--- src/rtl/ps2_key_event_ctrl_if.sv ---
// Keyboard-port bus between the PS/2 event controller and its consumer.
// master drives received bytes and pop/clear requests; slave returns the head event and status.
interface ps2_key_event_ctrl_if #(
  parameter int AW = 3
);
  logic [7:0]  rx_byte;
  logic        rx_valid;
  logic        rx_error;
  logic        rd_en;
  logic        clr_status;
  logic [7:0]  key_code;
  logic        key_ext;
  logic        key_brk;
  logic        key_valid;
  logic [AW:0] fifo_count;
  logic        overflow;
  logic        frame_err;
  logic        irq;

  modport master (
    output rx_byte, rx_valid, rx_error, rd_en, clr_status,
    input  key_code, key_ext, key_brk, key_valid, fifo_count, overflow, frame_err, irq
  );

  modport slave (
    input  rx_byte, rx_valid, rx_error, rd_en, clr_status,
    output key_code, key_ext, key_brk, key_valid, fifo_count, overflow, frame_err, irq
  );
endinterface

--- src/rtl/ps2_key_event_ctrl.sv ---
// PS/2 set-2 prefix sequencer feeding a show-ahead key-event FIFO with
// pop handshake, level irq and sticky overflow / frame-error status.
module ps2_key_event_ctrl #(
  parameter int DEPTH       = 8,
  parameter int AW          = $clog2(DEPTH),
  parameter int TIMEOUT_CYC = 100000,
  parameter int PAUSE_LEN   = 7
) (
  input logic                 clk,
  input logic                 rst_n,
  ps2_key_event_ctrl_if.slave bus
);
  typedef struct packed {
    logic       ext;
    logic       brk;
    logic [7:0] code;
  } key_ev_t;

  localparam logic [2:0] S_IDLE    = 3'd0;
  localparam logic [2:0] S_EXT     = 3'd1;
  localparam logic [2:0] S_BRK     = 3'd2;
  localparam logic [2:0] S_EXT_BRK = 3'd3;
  localparam logic [2:0] S_PAUSE   = 3'd4;

  localparam int TW = $clog2(TIMEOUT_CYC + 1);
  localparam int PW = $clog2(PAUSE_LEN + 1);

  logic [2:0]    state, state_nx;
  logic [PW-1:0] pcnt, pcnt_nx;
  logic [TW-1:0] tcnt;
  logic          tmo, ev_push;
  key_ev_t       ev;

  key_ev_t       mem [DEPTH];
  logic [AW-1:0] wr_ptr, rd_ptr;
  logic [AW:0]   count;
  logic          empty, full, pop, push_ok, ovf_set, ferr_set;
  logic          overflow, frame_err, irq;
  key_ev_t       head;

  // Sequencer: rx_error beats rx_valid, and a byte arriving on the timeout cycle beats the timeout.
  always_comb begin
    state_nx = state;
    pcnt_nx  = pcnt;
    ev_push  = 1'b0;
    ev       = '0;
    ev.code  = bus.rx_byte;
    tmo      = (state != S_IDLE) && !bus.rx_valid && !bus.rx_error &&
               (tcnt == TW'(TIMEOUT_CYC - 1));
    if (bus.rx_error || tmo) begin
      state_nx = S_IDLE;
    end else if (bus.rx_valid) begin
      case (state)
        S_IDLE: begin
          case (bus.rx_byte)
            8'hE0: state_nx = S_EXT;
            8'hF0: state_nx = S_BRK;
            8'hE1: begin
              state_nx = S_PAUSE;
              pcnt_nx  = PW'(PAUSE_LEN);
            end
            8'h00, 8'hAA, 8'hFA, 8'hFE, 8'hFF: ev_push = 1'b0;
            default: ev_push = 1'b1;
          endcase
        end
        S_EXT: begin
          if (bus.rx_byte == 8'hF0) begin
            state_nx = S_EXT_BRK;
          end else begin
            state_nx = S_IDLE;
            ev.ext   = 1'b1;
            ev_push  = (bus.rx_byte != 8'h12);
          end
        end
        S_BRK: begin
          state_nx = S_IDLE;
          ev.brk   = 1'b1;
          ev_push  = 1'b1;
        end
        S_EXT_BRK: begin
          state_nx = S_IDLE;
          ev.ext   = 1'b1;
          ev.brk   = 1'b1;
          ev_push  = (bus.rx_byte != 8'h12);
        end
        S_PAUSE: begin
          pcnt_nx = pcnt - PW'(1);
          if (pcnt == PW'(1)) begin
            state_nx = S_IDLE;
            ev.code  = 8'hE1;
            ev_push  = 1'b1;
          end
        end
        default: state_nx = S_IDLE;
      endcase
    end
  end

  always_ff @(posedge clk or negedge rst_n) begin
    if (!rst_n) begin
      state <= S_IDLE;
      pcnt  <= '0;
      tcnt  <= '0;
    end else begin
      state <= state_nx;
      pcnt  <= pcnt_nx;
      if (bus.rx_valid || bus.rx_error || state == S_IDLE || tmo) tcnt <= '0;
      else                                                        tcnt <= tcnt + TW'(1);
    end
  end

  assign empty    = (count == '0);
  assign full     = (count == (AW+1)'(DEPTH));
  assign pop      = bus.rd_en && !empty;
  assign push_ok  = ev_push && (!full || pop);
  assign ovf_set  = ev_push && full && !pop;
  assign ferr_set = bus.rx_error || tmo;

  always_ff @(posedge clk or negedge rst_n) begin
    if (!rst_n) begin
      wr_ptr <= '0;
      rd_ptr <= '0;
      count  <= '0;
      for (int i = 0; i < DEPTH; i++) mem[i] <= '0;
    end else begin
      if (push_ok) begin
        mem[wr_ptr] <= ev;
        wr_ptr      <= wr_ptr + AW'(1);
      end
      if (pop) rd_ptr <= rd_ptr + AW'(1);
      if (push_ok && !pop)      count <= count + (AW+1)'(1);
      else if (pop && !push_ok) count <= count - (AW+1)'(1);
    end
  end

  always_ff @(posedge clk or negedge rst_n) begin
    if (!rst_n) begin
      overflow  <= 1'b0;
      frame_err <= 1'b0;
      irq       <= 1'b0;
    end else begin
      if (ovf_set)             overflow  <= 1'b1;
      else if (bus.clr_status) overflow  <= 1'b0;
      if (ferr_set)            frame_err <= 1'b1;
      else if (bus.clr_status) frame_err <= 1'b0;
      irq <= !empty;
    end
  end

  // When empty, the slot behind rd_ptr still holds the entry popped last.
  assign head           = empty ? mem[rd_ptr - AW'(1)] : mem[rd_ptr];
  assign bus.key_code   = head.code;
  assign bus.key_ext    = head.ext;
  assign bus.key_brk    = head.brk;
  assign bus.key_valid  = !empty;
  assign bus.fifo_count = count;
  assign bus.overflow   = overflow;
  assign bus.frame_err  = frame_err;
  assign bus.irq        = irq;
endmodule

--- src/flat_wrapper.sv ---
// flat-port wrapper written by rule: the top's interface ports become plain ports
module ps2_key_event_ctrl_flat 
#(
  parameter int DEPTH       = 8,
  parameter int AW          = $clog2(DEPTH),
  parameter int TIMEOUT_CYC = 100000,
  parameter int PAUSE_LEN   = 7
)
  (clk, rst_n, bus_rx_byte, bus_rx_valid, bus_rx_error, bus_rd_en, bus_clr_status, bus_key_code, bus_key_ext, bus_key_brk, bus_key_valid, bus_fifo_count, bus_overflow, bus_frame_err, bus_irq);
  ps2_key_event_ctrl_if #(.AW(AW)) bus_i ();
  input logic clk;
  input logic rst_n;
  input wire logic [$bits(bus_i.rx_byte)-1:0] bus_rx_byte;
  input wire logic [$bits(bus_i.rx_valid)-1:0] bus_rx_valid;
  input wire logic [$bits(bus_i.rx_error)-1:0] bus_rx_error;
  input wire logic [$bits(bus_i.rd_en)-1:0] bus_rd_en;
  input wire logic [$bits(bus_i.clr_status)-1:0] bus_clr_status;
  output wire logic [$bits(bus_i.key_code)-1:0] bus_key_code;
  output wire logic [$bits(bus_i.key_ext)-1:0] bus_key_ext;
  output wire logic [$bits(bus_i.key_brk)-1:0] bus_key_brk;
  output wire logic [$bits(bus_i.key_valid)-1:0] bus_key_valid;
  output wire logic [$bits(bus_i.fifo_count)-1:0] bus_fifo_count;
  output wire logic [$bits(bus_i.overflow)-1:0] bus_overflow;
  output wire logic [$bits(bus_i.frame_err)-1:0] bus_frame_err;
  output wire logic [$bits(bus_i.irq)-1:0] bus_irq;
  assign bus_i.rx_byte = bus_rx_byte;
  assign bus_i.rx_valid = bus_rx_valid;
  assign bus_i.rx_error = bus_rx_error;
  assign bus_i.rd_en = bus_rd_en;
  assign bus_i.clr_status = bus_clr_status;
  assign bus_key_code = bus_i.key_code;
  assign bus_key_ext = bus_i.key_ext;
  assign bus_key_brk = bus_i.key_brk;
  assign bus_key_valid = bus_i.key_valid;
  assign bus_fifo_count = bus_i.fifo_count;
  assign bus_overflow = bus_i.overflow;
  assign bus_frame_err = bus_i.frame_err;
  assign bus_irq = bus_i.irq;
  ps2_key_event_ctrl #(.DEPTH(DEPTH), .AW(AW), .TIMEOUT_CYC(TIMEOUT_CYC), .PAUSE_LEN(PAUSE_LEN)) u_core (.clk(clk), .rst_n(rst_n), .bus(bus_i));
endmodule
--- config.mk ---
export PLATFORM = sky130hd
export DESIGN_NAME = ps2_key_event_ctrl_flat
export DESIGN_NICKNAME = d
export VERILOG_FILES = /design/src/rtl/ps2_key_event_ctrl_if.sv /design/src/rtl/ps2_key_event_ctrl.sv /design/src/flat_wrapper.sv
export SDC_FILE = /design/constraint.sdc
export NUM_CORES = 1
export LEC_CHECK = 0
export CAP_MARGIN = 10
export CORE_UTILIZATION = 30
export CTS_CLUSTER_SIZE = 8
export DETAILED_ROUTE_END_ITERATION = 8
export PLACE_DENSITY_LB_ADDON = 0.2
export RECOVER_POWER = 50
export SLEW_MARGIN = 25
export SYNTH_ARGS = -nofsm -noshare
export SYNTH_HDL_FRONTEND = slang
export SYNTH_SLANG_ARGS = --single-unit
--- constraint.sdc ---
create_clock -name clk -period 8.8 [get_ports clk]
set_clock_uncertainty 0.2 [all_clocks]
set_input_delay 1.76 -clock clk [delete_from_list [all_inputs] [get_ports clk]]
set_output_delay 1.76 -clock clk [all_outputs]
set_load 0.01 [all_outputs]
### A small window of the routed layout, run 1

Scale bar: 10 µm. Region (96, 19) to (136, 59) µm. Cells in grey, sequential cells in the stronger grey; small squares are vias.
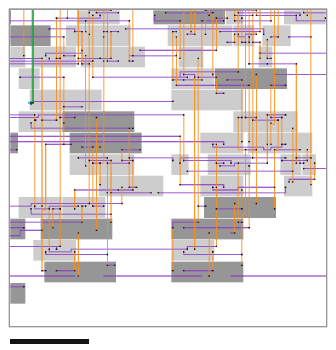
[cyan] M3
[orange] M2
[purple] M1
[green] M4
sequential cells in the window: 10
cells with their middle in the window: 41
most frequent: mux2_4 (12), dfrtp_1 (10), mux4_2 (7)
netlist names of flops here include: `u_core.mem` (10)

### Logic cells by family, run 1

Scale bar: 50 µm.
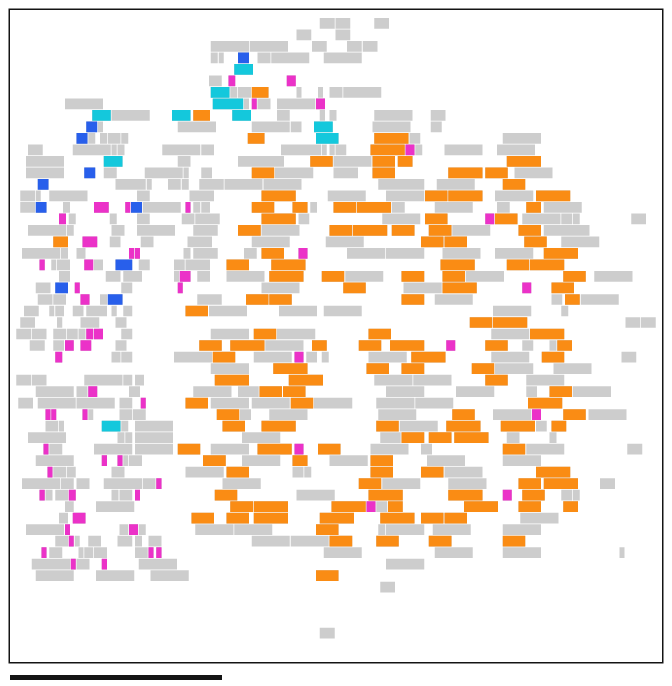
[orange] mux cells | cells: 134 | most used: mux2_4
[blue] non-inverting ao/oa cells | cells: 10 | most used: o21a_1
[magenta] nor cells | cells: 54 | most used: nor2_1
[cyan] fa/ha/maj cells | cells: 10 | most used: ha_1
dominant logic cell type in the layout: dfrtp_1
logic share of the area: 47.1%
Finished Layout Cells: 821

### Met1 routing, run 1

Scale bar: 50 µm. Supply wires on this layer in grey.
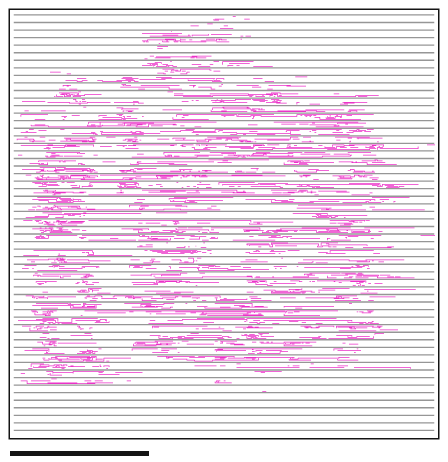
longest straight run: 72.7 µm
main direction: horizontal
nets with wire on the layer: 496
share of all routed wire: 48%

==> run 1: area by class of cell <==
cell class                      instances  area [µm²]
Clock buffer                           19         453
Clock inverter                         13         173
Fill cell                            2139       14600
Inverter                                9        33.8
Multi-Input combinational cell        344        3780
Sequential cell                       116        2900
Tap cell                              285         357
Timing Repair Buffer                   35         330
==> run 1: metal layers <==
layer | wire, µm | track usage, % | vias to the layer above
met5 | 0 | 0 | -
met4 | 133 | 3.86 | 0
met3 | 573 | 3.78 | 14
met2 | 7570 | 22.9 | 67
met1 | 7710 | 19.6 | 2201
li1 | - | - | 1918
==> impl_metrics.py, run 1 <==
# Auto-generated metrics
metrics = {
    "outcome": {
        "outcome": "complete, but fails checks",
        "violations": "max-capacitance violations, max-slew violations",
    },
    "critical_path": {
        "critical_path.startpoint": "bus_rx_byte[0]",
        "cp-end-kind": "register",
        "r2r-end": "u_core.bus.fifo_count[3]$_DFFE_PN0P_",
        "cpMostUsedCell": "ha_1",
        "criticalPathCategory": "input port to register",
    },
    "final_timing": {
        "report.final.slew_viol_count": 66,
        "final.setup.worst_slack_ps": 3210,
        "hold-worst-slack_ps": 292,
        "tightest_slew_ps": 3570,
    },
    "min_path": {
        "hold_start": "u_core.bus.overflow$_DFFE_PN0P_",
    },
    "cts": {
        "clkLatencyLatePin_ps": 420,
        "clkSlewWorstSetupHoldPaths_ps": 50,
    },
    "logic_synthesis": {
        "compound_area_share_pct": 6.99,
        "yosys.area_share.adder_pct": 1.91,
        "synthesis.nets": 523,
        "simple_gate_share_pct": 9.86,
    },
    "drt": {
        "vias": 4200,
        "drt_iter0_drc": 183,
        "drc_errors": 0,
    },
    "placement": {
        "place_area_mm2": 0.00742,
    },
    "pwr": {
        "clkPwrFrac_pct": 26.0,
        "pwr-share-seq_pct": 31.5,
    },
    "run": {
        "tool_warnings": 28,
        "drv_cap": 1,
    },
    "floorplanning": {
        "core_mm2": 0.0226,
        "die_area_mm2": 0.0237,
    },
    "global_routing": {
        "grt_pass1_vias": 4427,
    },
    "layout": {
        "lay_top_cells": "dfrtp_1 (115), mux2_4 (80), mux4_2 (40), clkdlybuf4s50_1 (29), nor2_1 (26)",
    },
}
### Routing congestion map, run 1

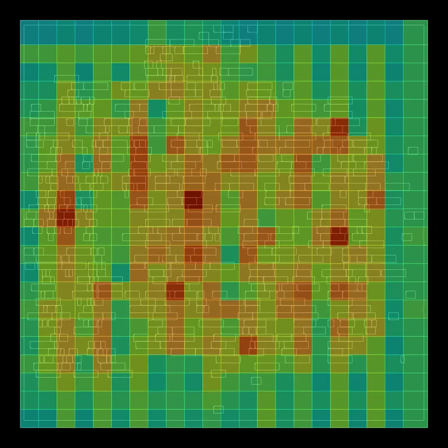

==> run 2, diff against run 1 <==
- clock period: 8.8 -> 5.11 ns (I/O delays scaled with it)
### Routing congestion map, run 2

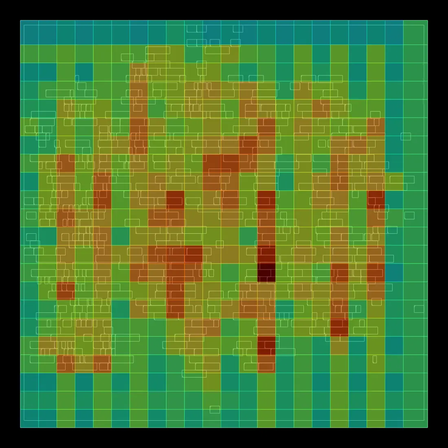
met1 usage: 20.2%
grt peak-use layer: met2

### A small window of the routed layout, run 2

Scale bar: 10 µm. Region (96, 19) to (136, 59) µm. Cells in grey, sequential cells in the stronger grey; small squares are vias.
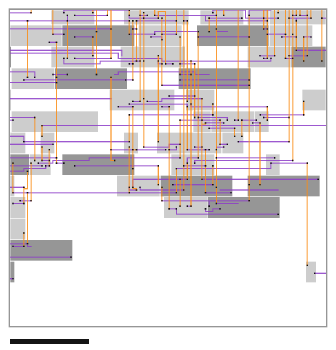
[orange] M2
[purple] M1
netlist names of flops here include: `u_core.mem` (9)
cells with their middle in the window: 39
sequential cells in the window: 9
most frequent: mux2_4 (11), dfrtp_1 (9), mux4_2 (5)

==> impl_metrics.py, run 2 <==
# Auto-generated metrics
metrics = {
    "floorplanning": {
        "chipWidth_um": 154,
        "die_area_mm2": 0.0237,
        "tap_cells": 285,
    },
    "layout": {
        "clock_area_share_pct": 8.14,
        "multiInputGateArea_mm2": 0.00377,
        "instances_no_fill": 827,
        "inv_count": 9,
        "largest_class": "logic gates",
        "comb-cell-share_pct": 46.6,
        "comb.multi_input.count": 344,
        "nClkBuffers": 20,
        "buffers": 41,
        "lay_top_cells": "dfrtp_1 (115), mux2_4 (80), mux4_2 (40), nor2_1 (26), clkdlybuf4s50_1 (26)",
        "fill_cells": 2137,
        "lay_top_count": "dfrtp_1",
        "flops": 116,
        "seq_area_mm2": 0.00290,
        "seq-cell-share_pct": 35.9,
    },
    "outcome": {
        "outcome": "complete, but fails checks",
        "violations": "max-capacitance violations, max-slew violations",
    },
    "critical_path": {
        "r2r-end": "u_core.bus.fifo_count[3]$_DFFE_PN0P_",
        "criticalPathCategory": "register to primary output",
        "cp-end-kind": "primary output",
    },
    "drt": {
        "drc_errors": 0,
        "first_pass_iters": 5,
    },
    "logic_synthesis": {
        "yosys.area_share.adder_pct": 1.91,
        "simple_gate_share_pct": 9.86,
        "synthesis.nets": 523,
        "compound_area_share_pct": 6.99,
        "synth_cells": 499,
    },
    "run": {
        "drv_cap": 1,
        "tool_warnings": 28,
    },
    "cts": {
        "clkSlewWorstSetupHoldPaths_ps": 60,
    },
    "global_routing": {
        "grt_pass1_vias": 4499,
    },
    "min_path": {
        "hold_start": "u_core.bus.frame_err$_DFFE_PN0P_",
    },
    "pwr": {
        "pwr-share-seq_pct": 30.9,
        "clkPwrFrac_pct": 27.2,
    },
    "final_timing": {
        "report.final.slew_viol_count": 36,
        "tightest_slew_ps": 1980,
    },
}
### Signal wires on met3, run 2

Scale bar: 50 µm.
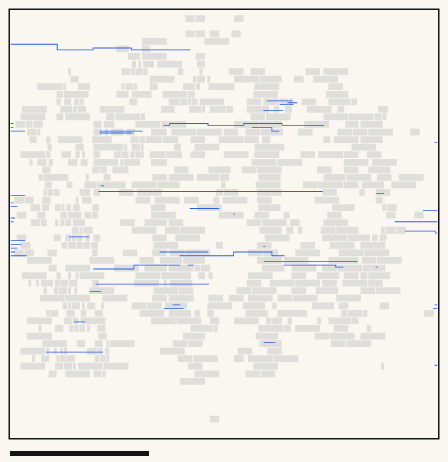
longest straight run: 80.5 µm
share of all routed wire: 3.6%
main direction: horizontal
nets with wire on the layer: 39
wire length on this layer: 587 µm
vias: 4,236
met3 usage: 3.24%
Routed WL: 16,300 µm

run 2: cell count changes in the layout (fill, tap and decap cells not counted), moves of 2 or more:
cell / change
buf_4: +4
clkdlybuf4s50_1: -3
dlygate4sd3_1: +3
inv_6: -3
bufinv_16: +2
clkbuf_2: +2
run 2: stage by stage:
stage,hold slack (ps),power (µW),area (µm²),util (%),setup WS (ps)
6_report,281,4910,8100,35.8,666
2_1_floorplan,255,3010,6940,-,1380
3_5_place_dp,272,3630,7460,32.9,710
4_1_cts,288,4980,8120,35.9,615
5_1_grt,298,5170,8100,35.8,444
3_3_place_gp,269,3580,7460,32.9,763
run 2: layer usage:
metal	vias up	share of wire [%]	GRT usage, %
met3	16	3.6	3.24
met5	-	0	0
met4	0	1.3	4.76
met2	76	47	22.6
met1	2218	48	20.2
li1	1926	-	-
Power is estimated from default activity; no workload was simulated.
